==> config.mk <==
export PLATFORM = sky130hd
export DESIGN_NAME = turn_timer_ctrl
export DESIGN_NICKNAME = d
export VERILOG_FILES = /design/src/rtl/turn_timer_ctrl.sv
export SDC_FILE = /design/constraint.sdc
export NUM_CORES = 1
export LEC_CHECK = 0
export CORE_ASPECT_RATIO = 0.8
export CORE_MARGIN = 5
export CORE_UTILIZATION = 60
export CTS_CLUSTER_SIZE = 28
export DETAILED_ROUTE_END_ITERATION = 10
export GPL_TIMING_DRIVEN = 0
export PLACE_DENSITY = 0.86
export SETUP_SLACK_MARGIN = 0.5
export SYNTH_ARGS = -nofsm -noshare
export SYNTH_HDL_FRONTEND = slang
export SYNTH_SLANG_ARGS = --single-unit
==> constraint.sdc <==
create_clock -name clock -period 7.4 [get_ports clock]
set_input_delay 1.48 -clock clock [delete_from_list [all_inputs] [get_ports clock]]
set_output_delay 1.48 -clock clock [all_outputs]
set_load 0.005 [all_outputs]
Fig. 1: run 1, supply network
Scale bar: 20 um. Pins as bars on the die edge. Tap cells in grey.
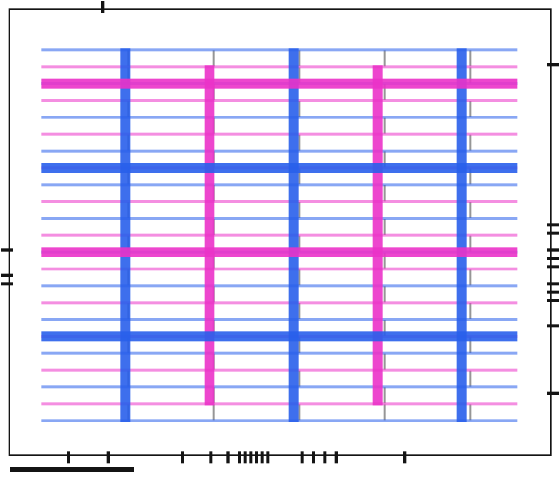
VSS -> blue
VDD -> magenta
signal pins = 31
met4 straps = 5
rows = 22
Die Span Y: 71.7 um
Core Area: 0.00460 mm2
worst vdd ir: 96.2 uV
Die Width: 87.2 um

Fig. 2: run 1, port wiring
Scale bar: 20 um.
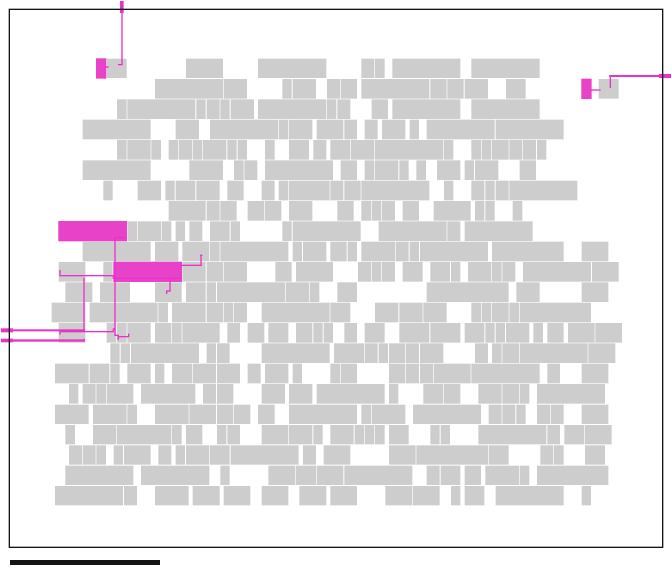
`winner` -> magenta  # bits 4, direction output, end cells 4, buffers 4, wire 93.0 um
top-level I/O count: 31
PortBufs: 26

Fig. 3: run 1, wire density map
The die is cut into 17 by 14 equal tiles; dark blue is low, red is high, scaled to the fullest tile. Values are wire area over tile area, all layers added.
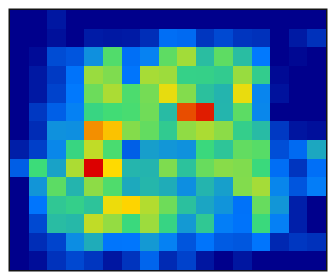
tiles over half the peak = 22%
nearly empty tiles = 20%
fullest tile = 0.56
densest ninth of the die = centre
mean over tiles = 0.16
via count: 2389
detailed-route wire length: 6310 um
WL/cell: 15.3 um

==> job_summary.md <==
## Synthesis and layout report

| Metric | Value |
|---|---|
| Setup WS post-layout | 3930 ps |
| Worst-path clk slew | about 90 ps |
| Clock buffers created by TritonCTS | 5 |
| ANT nets after route | 0 |
| Max reg flops | 26 |
| Fin. max-slew vios | 0 |
| Syn avg cell area | 9.10 um2 |
| Setup slack, reg-to-reg | between 4000 and 5000 ps |
| Number of enable flip-flop cells | 0 |
| Synthesis area per yosys | roughly 0.0029 mm2 |
| Cell chain of the critical path | clkdlybuf4s50_1, buf_4, o2111ai_1, nor3_1, nand4_1, xor2_1, nor2_1 |
| Multiplexer share | under 10% |
| Final instance area | around 0.0033 mm2 |
| Final setup TNS | 0 ps |
| Slowest cell on the critical path | nor3_1 |
| Fin crit share | 46.9% |
| Startpoint types | input pin |
| Fmax | roughly 290 MHz |
| Clk Latency, worst-skew pair | between 300 and 400 ps |
| Initial DRC count | about 200 |
| Main logic family after synthesis | simple AND/OR/NAND/NOR gates |
| Slowest stage delay, CP | roughly 670 ps |
| CTS Sinks | approximately 49 |
| Total DRC errors in the routed layout | 0 |
| Cts repair resizes | 0 |
| Pre-CTS setup slack | between 3000 and 4000 ps |
| Status | finished clean |
| Leak pwr | roughly 1.5 nW |
| Number of global-route vias before repair | approximately 2200 |
| TritonCTS clock tree | yes |
| FFs w/ async S/R, synth | 100% |
| Syn Std Cell Area | roughly 0.0029 mm2 |
| Sequential area share after synthesis | roughly 43% |
| Crit Path Max Fanout | 10 |
| Total Routing Usage GR | between 20% and 30% |
| Top cells, area | dfrtp_1 39%, nor2_1 5.1%, nand2_1 4.6%, xor2_1 4.6%, ha_1 4.4% |
| Htree depth | 2 |
| Yosys simple share | 24.5% |
| Worst slew margin | between 50% and 60% |
| Worst EP arrival | 3660 ps |
| Max cap viols | 0 |
| Syn. warnings | 0 |
| Distinct lib cells used | approximately 55 |
| Final nets | 367 |
| Final number of setup-violating endpoints | 0 |
| Fin crit period | 3470 ps |
| Hold depth | 2 |
| Top area contributor share | between 30% and 40% |
| Final Hold Viols | 0 |
| Row cnt | 22 |
| Kind of end point of the critical path | flop |
| Post-synth top cells | 45 x dfrtp_1, 39 x nor2_1, 35 x nand2_1 |
| Hold-fix buffers, CTS | 0 |
| Post-CTS setup buffer count | 0 |
| Adder share | 5.08% |
| Drt pass-1 iters | 5 |
| Worst slew pin tran | roughly 720 ps |
| Clk_skew | around 4.0 ps |
| Die area | around 0.0063 mm2 |
| GRT Residual Overflow | 0 |
| First-pass GRT wire length | between 10000 and 15000 um |
| WS Path Type | input pin to flop |
| CP required | between 7000 and 8000 ps |
| Synthesized instance count | ~310 |
| DP HPWL | between 4000 and 5000 um |
| Yosys aoi share | 13.4% |
| Routability Congestion | between 0.8 and 0.9 |
| Max clock buf depth | 2 |
| Final std cells w/o fill | between 400 and 500 |
| DP Cell Count | slightly above 400 |
| Yosys stat cell total | around 310 |
| R2R depth | 11 |
| Min Hold Slack | 499 ps |
| Cell Pwr Density | roughly 170 mW/mm2 |
| Fillers | around 340 |
| Hold Path Class | flop to flop |
| Largest net degree at the start of global routing | 34 |
| Root buffer cell | clkbuf_8 |
| Synth top cell by count | dfrtp_1 |
| Dominant Register Cell | dfrtp_1 |
| Area of placed instances | roughly 0.0032 mm2 |
| N_diodes | 0 |
| Post-synth regs | a little under 50 |
| Layout cell share with drive strength beyond 1 | between 10% and 20% |
| Antenna violations before repair | 0 |
| Xor/xnor share | under 10% |
| Starting Density | 62.2% |
| Leading area contributor after synthesis | dfrtp_1 |
| Vias per cell | between 5 and 6 |
| RSZ-0062 raised after global routing | false |
| Tool warning count | 29 |
| Syn-to-layout area delta | 16.9% |
==> run 1: cell type report <==
| type | instances | area, um2 | share of cell area [%] |
|---|---|---|---|
| clock inverters | 2 | 37.5 | 1.12 |
| well taps | 60 | 75.1 | 2.25 |
| multi-input cells | 241 | 1500 | 45.0 |
| plain buffers | 15 | 90.1 | 2.70 |
| clock buffers | 6 | 82.6 | 2.47 |
| flip-flops and latches | 49 | 1230 | 36.9 |
| repair buffers | 27 | 275 | 8.24 |
| inverters | 12 | 45.0 | 1.35 |
==> run 1: layer usage <==
metal,vias up,part of all wire (%),track usage (%)
met5,-,0,0
met4,0,1.5,6.98
met3,8,5.5,3.45
met2,77,46,32.0
met1,1142,47,31.0
li1,1162,-,-
==> run 1: stage by stage <==
step | utilization [%] | total power, mW
4_1_cts | 72.6 | 0.566
3_3_place_gp | 69.7 | 0.361
3_5_place_dp | 70.0 | 0.364
2_1_floorplan | - | 0.332
5_1_grt | 72.6 | 0.588
6_report | 72.6 | 0.563
==> run 1: cell usage in the layout, fill, tap and decap left out, types with 2 or more instances in the layout <==
cell,count
mux2_2,2
clkbuf_1,7
nand3_1,8
a32o_1,2
nand4_1,8
nor2_1,39
xnor2_1,11
o21ai_1,5
a21o_1,2
buf_4,7
nor3_1,8
and2_1,3
and3_2,5
xor2_1,15
or2_2,3
a22o_1,4
or3_1,8
a211oi_1,2
conb_1,4
and3_1,5
clkdlybuf4s50_1,25
dfstp_2,4
ha_1,10
nand2b_1,3
clkbuf_8,6
nor2b_1,3
nand2_1,35
o31ai_1,3
dfrtp_1,45
o21ai_0,13
o21a_1,2
a21oi_1,14
o2111ai_1,2
inv_1,12
==> run 1: worst max-delay path: cells and delay by family <==
| kind | cells | cell delay (ps) |
|---|---|---|
| AOI/OAI and AO/OA | 1 | 250 |
| and+or+nand+nor | 3 | 970 |
| xor gates and xnor gates | 1 | 190 |
| buffers and inverters | 2 | 760 |
==> run 1: report_power, final <==
| group | switching (mW) | internal, mW |
|---|---|---|
| clock network | 0.0929 | 0.110 |
| logic | 0.0436 | 0.0342 |
| registers | 0.00650 | 0.275 |
==> run 1: cells by family after synthesis <==
family,after synthesis
xor+xnor,26
flops,49
buf+inv,27
other cells,1
mux,3
simple gates,138
compound gates,59
fa+ha+maj,11
Power is estimated from default activity; no workload was simulated.
